<file path="config.mk">
export PLATFORM = sky130hd
export DESIGN_NAME = lcd_string_driver
export DESIGN_NICKNAME = d
export VERILOG_FILES = /design/src/rtl/lcd_defs.sv /design/src/rtl/lcd_nibble_writer.sv /design/src/rtl/lcd_string_driver.sv
export SDC_FILE = /design/constraint.sdc
export NUM_CORES = 1
export LEC_CHECK = 0
export CAP_MARGIN = 20
export CORE_UTILIZATION = 35
export CTS_CLUSTER_SIZE = 10
export DETAILED_ROUTE_END_ITERATION = 10
export HOLD_SLACK_MARGIN = 0.1
export PLACE_DENSITY_LB_ADDON = 0.08
export SLEW_MARGIN = 20
export SYNTH_ARGS = -nofsm -noshare
export SYNTH_HDL_FRONTEND = slang
export SYNTH_SLANG_ARGS = --single-unit
</file>
<file path="constraint.sdc">
create_clock -name CCLK -period 25.9 [get_ports CCLK]
set_input_delay 7.77 -clock CCLK [delete_from_list [all_inputs] [get_ports CCLK]]
set_output_delay 7.77 -clock CCLK [all_outputs]
set_load 0.02 [all_outputs]
</file>
<file path="src/rtl/lcd_defs.sv">
// ---------------------------------------------------------------------------
// lcd_defs
// Shared definitions for the HD44780 string driver:
//   - LCD command byte constants used by the init and refresh sequences
//   - top-level sequencer state encoding (lcd_state_t)
//   - nibble writer phase encoding (nib_phase_t)
//   - helpers returning the init-sequence bytes by index
// ---------------------------------------------------------------------------
package lcd_defs;

   localparam logic [7:0] LCD_FUNC_4BIT = 8'h28;
   localparam logic [7:0] LCD_DISP_ON   = 8'h0C;
   localparam logic [7:0] LCD_ENTRY     = 8'h06;
   localparam logic [7:0] LCD_CLEAR     = 8'h01;
   localparam logic [7:0] LCD_LINE1     = 8'h80;
   localparam logic [7:0] LCD_LINE2     = 8'hC0;

   // Byte slots of one refresh: 0 = line-1 address, 1..16 = line 1 chars,
   // 17 = line-2 address, 18..33 = line 2 chars.
   localparam logic [5:0] REFRESH_LINE2_IDX = 6'd17;
   localparam logic [5:0] REFRESH_LAST_IDX  = 6'd33;

   typedef enum logic [2:0] {
      S_PWRUP,
      S_INIT_NIB,
      S_INIT_CMD,
      S_IDLE,
      S_REFRESH,
      S_WAIT
   } lcd_state_t;

   typedef enum logic [2:0] {
      W_IDLE,
      W_SETUP,
      W_PULSE,
      W_HOLD,
      W_WAIT
   } nib_phase_t;

   // The wake-up nibbles travel in the high half of a byte so the writer
   // can treat them like any other byte with only the high nibble sent.
   function automatic logic [7:0] init_nib_byte(input logic [1:0] idx);
      return (idx == 2'd3) ? 8'h20 : 8'h30;
   endfunction

   function automatic logic [7:0] init_cmd_byte(input logic [1:0] idx);
      logic [7:0] b;
      unique case (idx)
         2'd0:    b = LCD_FUNC_4BIT;
         2'd1:    b = LCD_DISP_ON;
         2'd2:    b = LCD_ENTRY;
         default: b = LCD_CLEAR;
      endcase
      return b;
   endfunction

endpackage

</file>
<file path="src/rtl/lcd_nibble_writer.sv">
// ---------------------------------------------------------------------------
// lcd_nibble_writer
// Sends one byte (or a single high nibble) to a 4-bit HD44780 bus and then
// waits out the controller's execution time.
//   CCLK          in   system clock
//   rst           in   asynchronous reset, active-low
//   start         in   accept {rs, data_byte, single_nibble, long_wait}
//                      (honoured when idle or in the cycle done is high)
//   rs            in   register select for this byte
//   data_byte     in   byte to send (high nibble first)
//   single_nibble in   send only data_byte[7:4], then INIT_WAIT_CYC
//   long_wait     in   use CLEAR_WAIT_CYC instead of CMD_WAIT_CYC
//   done          out  high in the last wait cycle of the current byte
//   lcd_e         out  enable strobe
//   lcd_rs        out  register select pin
//   lcd_d         out  data nibble D7..D4
// Each nibble is 1 setup cycle, E_PULSE_CYC cycles of E high, 1 hold cycle.
// ---------------------------------------------------------------------------
module lcd_nibble_writer
   import lcd_defs::*;
#(
   parameter int unsigned E_PULSE_CYC    = 12,
   parameter int unsigned INIT_WAIT_CYC  = 205000,
   parameter int unsigned CMD_WAIT_CYC   = 2000,
   parameter int unsigned CLEAR_WAIT_CYC = 82000
) (
   input  logic       CCLK,
   input  logic       rst,
   input  logic       start,
   input  logic       rs,
   input  logic [7:0] data_byte,
   input  logic       single_nibble,
   input  logic       long_wait,
   output logic       done,
   output logic       lcd_e,
   output logic       lcd_rs,
   output logic [3:0] lcd_d
);

   nib_phase_t  phase_q, phase_n;
   logic [31:0] cnt_q, cnt_n;
   logic        e_q, e_n;
   logic        rs_q, rs_n;
   logic [3:0]  d_q, d_n;
   logic [3:0]  low_nib_q, low_nib_n;
   logic        low_pending_q, low_pending_n;
   logic        single_q, single_n;
   logic        long_q, long_n;
   logic [31:0] wait_len;
   logic        accept;

   // Post-byte wait length follows the kind of byte that was sent.
   assign wait_len = single_q ? 32'(INIT_WAIT_CYC) :
                     (long_q ? 32'(CLEAR_WAIT_CYC) : 32'(CMD_WAIT_CYC));

   // done is combinational so the sequencer can hand over the next byte in
   // the same cycle, which keeps consecutive bytes gapless.
   assign done   = (phase_q == W_WAIT) && (cnt_q == wait_len - 32'd1);
   assign accept = start && ((phase_q == W_IDLE) || done);

   // Next-state logic for the nibble phases; a newly accepted byte overrides
   // whatever the phase logic decided, loading the high nibble for setup.
   always_comb begin
      phase_n       = phase_q;
      cnt_n         = cnt_q;
      e_n           = e_q;
      rs_n          = rs_q;
      d_n           = d_q;
      low_nib_n     = low_nib_q;
      low_pending_n = low_pending_q;
      single_n      = single_q;
      long_n        = long_q;

      unique case (phase_q)
         W_IDLE: begin
            phase_n = W_IDLE;
         end
         W_SETUP: begin
            e_n     = 1'b1;
            cnt_n   = 32'd0;
            phase_n = W_PULSE;
         end
         W_PULSE: begin
            if (cnt_q == 32'(E_PULSE_CYC) - 32'd1) begin
               e_n     = 1'b0;
               phase_n = W_HOLD;
            end else begin
               cnt_n = cnt_q + 32'd1;
            end
         end
         W_HOLD: begin
            if (low_pending_q) begin
               d_n           = low_nib_q;
               low_pending_n = 1'b0;
               phase_n       = W_SETUP;
            end else begin
               cnt_n   = 32'd0;
               phase_n = W_WAIT;
            end
         end
         W_WAIT: begin
            if (done) begin
               phase_n = W_IDLE;
            end else begin
               cnt_n = cnt_q + 32'd1;
            end
         end
         default: begin
            phase_n = W_IDLE;
         end
      endcase

      if (accept) begin
         phase_n       = W_SETUP;
         cnt_n         = 32'd0;
         e_n           = 1'b0;
         rs_n          = rs;
         d_n           = data_byte[7:4];
         low_nib_n     = data_byte[3:0];
         low_pending_n = !single_nibble;
         single_n      = single_nibble;
         long_n        = long_wait;
      end
   end

   // All pin drivers are flops; the async reset drops E immediately.
   always_ff @(posedge CCLK or negedge rst) begin
      if (!rst) begin
         phase_q       <= W_IDLE;
         cnt_q         <= 32'd0;
         e_q           <= 1'b0;
         rs_q          <= 1'b0;
         d_q           <= 4'h0;
         low_nib_q     <= 4'h0;
         low_pending_q <= 1'b0;
         single_q      <= 1'b0;
         long_q        <= 1'b0;
      end else begin
         phase_q       <= phase_n;
         cnt_q         <= cnt_n;
         e_q           <= e_n;
         rs_q          <= rs_n;
         d_q           <= d_n;
         low_nib_q     <= low_nib_n;
         low_pending_q <= low_pending_n;
         single_q      <= single_n;
         long_q        <= long_n;
      end
   end

   assign lcd_e  = e_q;
   assign lcd_rs = rs_q;
   assign lcd_d  = d_q;

endmodule

</file>
<file path="src/rtl/lcd_string_driver.sv">
// ---------------------------------------------------------------------------
// lcd_string_driver
// Consumer of the 32-character display string: initialises a 16x2 HD44780
// LCD in 4-bit mode, then rewrites both lines on every refresh request.
//   CCLK     in   system clock
//   rst      in   asynchronous reset, active-low
//   cls      in   refresh request, sampled every cycle
//   strdata  in   32 ASCII chars, char0 = bits[255:248]
//   busy     out  high during init and while a refresh is in progress
//   lcd_rs   out  0 = command, 1 = data
//   lcd_rw   out  always 0 (write only)
//   lcd_e    out  enable strobe
//   lcd_d    out  data nibble D7..D4
// ---------------------------------------------------------------------------
module lcd_string_driver
   import lcd_defs::*;
#(
   parameter int unsigned POWERUP_CYC    = 750000,
   parameter int unsigned INIT_WAIT_CYC  = 205000,
   parameter int unsigned E_PULSE_CYC    = 12,
   parameter int unsigned CMD_WAIT_CYC   = 2000,
   parameter int unsigned CLEAR_WAIT_CYC = 82000
) (
   input  logic         CCLK,
   input  logic         rst,
   input  logic         cls,
   input  logic [255:0] strdata,
   output logic         busy,
   output logic         lcd_rs,
   output logic         lcd_rw,
   output logic         lcd_e,
   output logic [3:0]   lcd_d
);

   lcd_state_t   state_q, state_n;
   logic [5:0]   idx_q, idx_n;
   logic [31:0]  pwr_cnt_q, pwr_cnt_n;
   logic         pending_q, pending_n;
   logic         busy_q;
   logic [255:0] snap_q;
   logic         snap_load;

   logic         wr_start;
   logic         wr_rs;
   logic [7:0]   wr_byte;
   logic         wr_single;
   logic         wr_long;
   logic         wr_done;

   // Byte for refresh slot i, taken from the frozen frame.
   function automatic logic [7:0] refresh_byte(input logic [5:0] i,
                                               input logic [255:0] s);
      logic [255:0] sh;
      int           ch;
      if (i == 6'd0) return LCD_LINE1;
      if (i == REFRESH_LINE2_IDX) return LCD_LINE2;
      ch = (i < REFRESH_LINE2_IDX) ? int'(i) - 1 : int'(i) - 2;
      sh = s << (8 * ch);
      return sh[255:248];
   endfunction

   // Byte sequencer. A byte is always issued in the same cycle as the
   // transition that calls for it (end of power-up, writer done, or cls in
   // idle), so the writer's setup cycle immediately follows. Requests seen
   // while busy collapse into the pending flag and are served when the
   // last byte of the current sequence finishes.
   always_comb begin
      state_n   = state_q;
      idx_n     = idx_q;
      pwr_cnt_n = pwr_cnt_q;
      pending_n = pending_q || (cls && (state_q != S_IDLE));
      snap_load = 1'b0;
      wr_start  = 1'b0;
      wr_rs     = 1'b0;
      wr_byte   = 8'h00;
      wr_single = 1'b0;
      wr_long   = 1'b0;

      unique case (state_q)
         S_PWRUP: begin
            if (pwr_cnt_q == 32'(POWERUP_CYC) - 32'd1) begin
               state_n   = S_INIT_NIB;
               idx_n     = 6'd0;
               wr_start  = 1'b1;
               wr_byte   = init_nib_byte(2'd0);
               wr_single = 1'b1;
            end else begin
               pwr_cnt_n = pwr_cnt_q + 32'd1;
            end
         end
         S_INIT_NIB: begin
            if (wr_done) begin
               wr_start = 1'b1;
               if (idx_q == 6'd3) begin
                  state_n = S_INIT_CMD;
                  idx_n   = 6'd0;
                  wr_byte = init_cmd_byte(2'd0);
               end else begin
                  idx_n     = idx_q + 6'd1;
                  wr_byte   = init_nib_byte(idx_n[1:0]);
                  wr_single = 1'b1;
               end
            end
         end
         S_INIT_CMD: begin
            if (wr_done) begin
               idx_n    = idx_q + 6'd1;
               wr_start = 1'b1;
               wr_byte  = init_cmd_byte(idx_n[1:0]);
               wr_long  = (wr_byte == LCD_CLEAR);
               if (idx_q == 6'd2) begin
                  state_n = S_WAIT;
               end
            end
         end
         S_IDLE: begin
            if (cls) begin
               state_n   = S_REFRESH;
               idx_n     = 6'd0;
               snap_load = 1'b1;
               wr_start  = 1'b1;
               wr_byte   = LCD_LINE1;
            end
         end
         S_REFRESH: begin
            if (wr_done) begin
               idx_n    = idx_q + 6'd1;
               wr_start = 1'b1;
               wr_byte  = refresh_byte(idx_n, snap_q);
               wr_rs    = (idx_n != REFRESH_LINE2_IDX);
               if (idx_n == REFRESH_LAST_IDX) begin
                  state_n = S_WAIT;
               end
            end
         end
         S_WAIT: begin
            if (wr_done) begin
               if (pending_n) begin
                  pending_n = 1'b0;
                  state_n   = S_REFRESH;
                  idx_n     = 6'd0;
                  snap_load = 1'b1;
                  wr_start  = 1'b1;
                  wr_byte   = LCD_LINE1;
               end else begin
                  state_n = S_IDLE;
               end
            end
         end
         default: begin
            state_n = S_PWRUP;
         end
      endcase
   end

   // Sequencer registers; busy is registered from the next state so it
   // rises the cycle after cls and falls the cycle after the final wait.
   always_ff @(posedge CCLK or negedge rst) begin
      if (!rst) begin
         state_q   <= S_PWRUP;
         idx_q     <= 6'd0;
         pwr_cnt_q <= 32'd0;
         pending_q <= 1'b0;
         busy_q    <= 1'b1;
      end else begin
         state_q   <= state_n;
         idx_q     <= idx_n;
         pwr_cnt_q <= pwr_cnt_n;
         pending_q <= pending_n;
         busy_q    <= (state_n != S_IDLE);
      end
   end

   // Frame snapshot, so the string may change while a refresh is running.
   always_ff @(posedge CCLK) begin
      if (snap_load) begin
         snap_q <= strdata;
      end
   end

   lcd_nibble_writer #(
      .E_PULSE_CYC    (E_PULSE_CYC),
      .INIT_WAIT_CYC  (INIT_WAIT_CYC),
      .CMD_WAIT_CYC   (CMD_WAIT_CYC),
      .CLEAR_WAIT_CYC (CLEAR_WAIT_CYC)
   ) u_writer (
      .CCLK          (CCLK),
      .rst           (rst),
      .start         (wr_start),
      .rs            (wr_rs),
      .data_byte     (wr_byte),
      .single_nibble (wr_single),
      .long_wait     (wr_long),
      .done          (wr_done),
      .lcd_e         (lcd_e),
      .lcd_rs        (lcd_rs),
      .lcd_d         (lcd_d)
   );

   assign busy   = busy_q;
   assign lcd_rw = 1'b0;

endmodule

</file>
Figure 1. Congestion heat map.
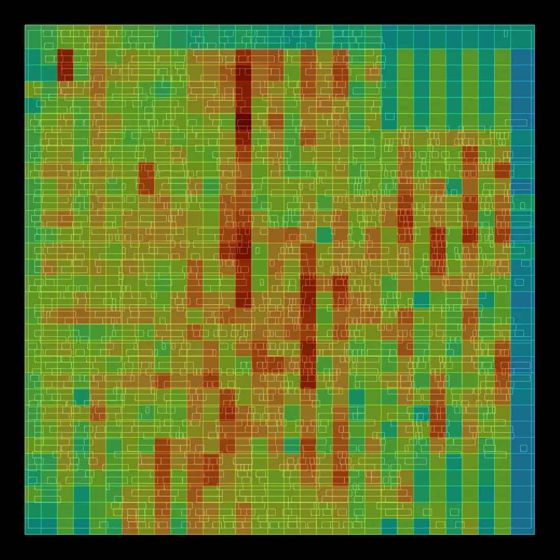
Core Util, Final: 45.54%
grt met2 use: 31.69%
Top Usage Layer GRT: met2
met1 usage: 24.37%
gr usage total: 19.39%

Figure 2. Wiring heat map.
(1.5 px per um) The die is cut into 22 by 22 equal tiles; white is low, dark blue is high, scaled to the fullest tile. Values are wire area over tile area, all layers added.
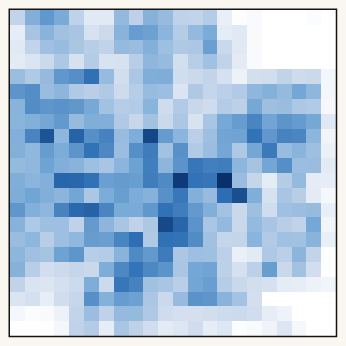
emptiest ninth of the die: north-east
nearly empty tiles: 7.9%
mean over tiles: 0.16
fullest tile: 0.45
routed vias: 11470
wire length per cell: 21.27 um

==> qor.yml <==
status:
  status: "finished, final reports clean"
detailed_routing:
  drtIter0Drc: 785
  viasPerCell: 5.333
  antenna_left: 0
  wl_met3_um: 3264
  drcViolationCount: 0
  drtPass1Iterations: 7
  wl_um: 45730
sta:
  fin_tns_setup_ns: 0
  hold_viol: 0
  rsz0062_at_grt: "false"
  slew_headroom_pct: 31.74
  max_clock_freq_mhz: 95.54
  setup_violations: 0
  finalCritPeriodShare_pct: 40.41
  drv_slew: 0
  fin_ws_ns: 15.43
yosys:
  synth-simple-area-share_pct: 11.68
  synthTopCellsByCount: "256 x edfxtp_1, 119 x nand2_1, 95 x mux2i_1"
  syn-num-nets: 1539
  synthTopLogicFamily: "AND-OR/OR-AND gates"
  netlist_top_cells_area: "edfxtp_1 47%, dfrtp_1 14%, mux2i_1 5.9%"
  yosysSeqAreaShare_pct: 61.52
  synth_area_um2: 16200
  yosysTopAreaCellShare_pct: 47.45
  yosys.area_share.xor_xnor_pct: 2.541
  avgSynthCellArea_um2: 12.76
  most_common_cell: "edfxtp_1"
  yosysChipArea_um2: 16200
  ys_ff: 347
  async_flop_share_pct: 26.22
  synthFlopType: "edfxtp_1"
  yosysUniqueCellTypes: 84
setup_path:
  startpoint_type: "input pin"
  r2r-start: "idx_q[0]"
  worstSetupEndpointType: "flop"
  crit_fanout: 88
clock_network:
  cts_max_level: 2
  post_cts_buffers: 0
  cts_buffers: 43
  clockBufferDepth: 3
  clockRootBuffer: "clkbuf_16"
  cts_resized: 0
  holdBufCountCts: 0
  clkSinkCount: 347
run:
  cap_viol_max_count: 0
  warnings: 32
floorplanning:
  io_pins: 267
  rows: 78
  die_height_um: 217.1
  fp_util_pct: 35.62
  placeableCoreArea_um2: 45480
power:
  total_power_mw: 1.180
  ir_drop_mv: 0.04530
placed_design:
  dp_hpwl_um: 32220
  dp_slack_ns: 14.59
cells_and_area:
  nets: 1798
  largest_reg_flops: 256
  layout-drive-gt1-share_pct: 8.651
global_routing:
  antenna_found_initial: 13
min_path:
  hp-class: "flop to flop"
Figure 3. Gate families picked out.
(1.5 px per um)
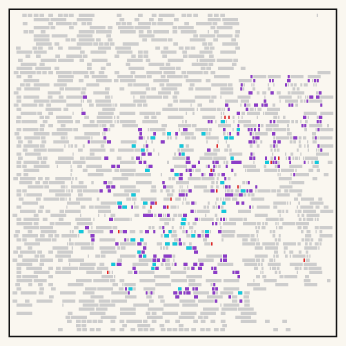
legend:
  AND-OR and OR-AND gates:
    colour: cyan
    cells: 44
  inverting AOI/OAI gates:
    colour: purple
    cells: 228
  inverters:
    colour: red
    cells: 16
combinational share of cell area: 28.66%
Layout Cells excl Fill: 2150
most numerous logic cell after layout: clkdlybuf4s50_1

Figure 4. Clock wires, drivers and flops.
(2 px per um)
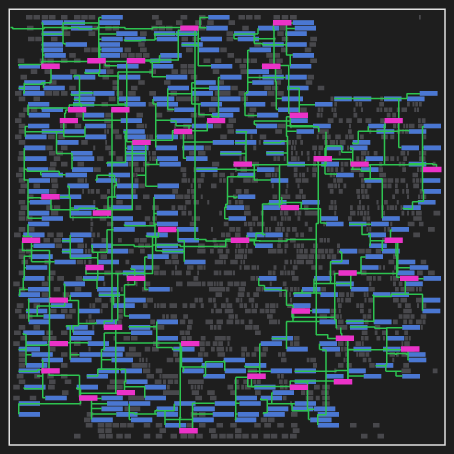
legend:
  cells driving clock nets:
    colour: magenta
    count: 43
  flip-flops:
    colour: blue
    count: 347
  clock wires:
    colour: green
    length: 4960 um
flops lie: widely spread
routed clock nets: 44
clock power share: 45.7%
final setup skew: 0.02091 ns
Clock group: 0.539 mW
Late-Pin Clk Latency: 0.57 ns

[cell usage in the layout, fill, tap and decap left out, types with 27 or more instances in the layout]
cell               n
dfrtp_1           89
mux2_2            27
a21oi_1           35
edfxtp_1         256
nor2_1            55
clkbuf_16         43
nand3_1           56
nand2_1          119
xnor2_1           34
o21ai_0           44
clkdlybuf4s50_1  264
and3_1            27
mux2i_1           95
[per-stage QoR]
step / hold WS, ns / cell area, um^2
finish: 0.4801 / 20710
global route: 0.5041 / 20710
CTS: 0.4862 / 20700
detailed placement: 0.4752 / 19460
global placement: 0.4638 / 19450
floorplan: 0.4463 / 16200
[where the power goes]
group	switching (mW)	internal (mW)	leakage (nW)
Clock	0.223	0.316	0.607
Sequential	0.00000000000000000474	0.598	3.46
Combinational	0.00925	0.0337	3.62
Total	0.232	0.948	7.68
[worst paths after layout]
path	slack, ns	end
worst max-delay path	15.43	snap_q[99]
worst min-delay path	0.48	pwr_cnt_q[31]
worst max register to register	20.65	u_writer.lcd_d[1]
worst min register to register	0.48	pwr_cnt_q[31]
max in group asynchronous	17.60	pwr_cnt_q[18]
min in group asynchronous	7.21	pwr_cnt_q[19]
[worst max-delay path, cell delays in order]
cell	delay (ns)
clkdlybuf4s50_1	0.57
o21ai_0	0.16
or2_2	0.36
o21ai_4	0.16
buf_6	0.59
buf_4	0.91
[area by class of cell]
| class | instances | area, um^2 |
|---|---|---|
| tap | 600 | 750.7 |
| inverter | 16 | 60.06 |
| clock buffer | 58 | 1182 |
| clock inverter | 7 | 58.81 |
| sequential | 347 | 9967 |
| fill | 4241 | 24770 |
| timing repair buffer | 278 | 2755 |
| antenna | 1 | 2.502 |
| multi-input combinational | 843 | 5936 |
Power figures rest on the tool's default switching activity, not on a simulated workload.
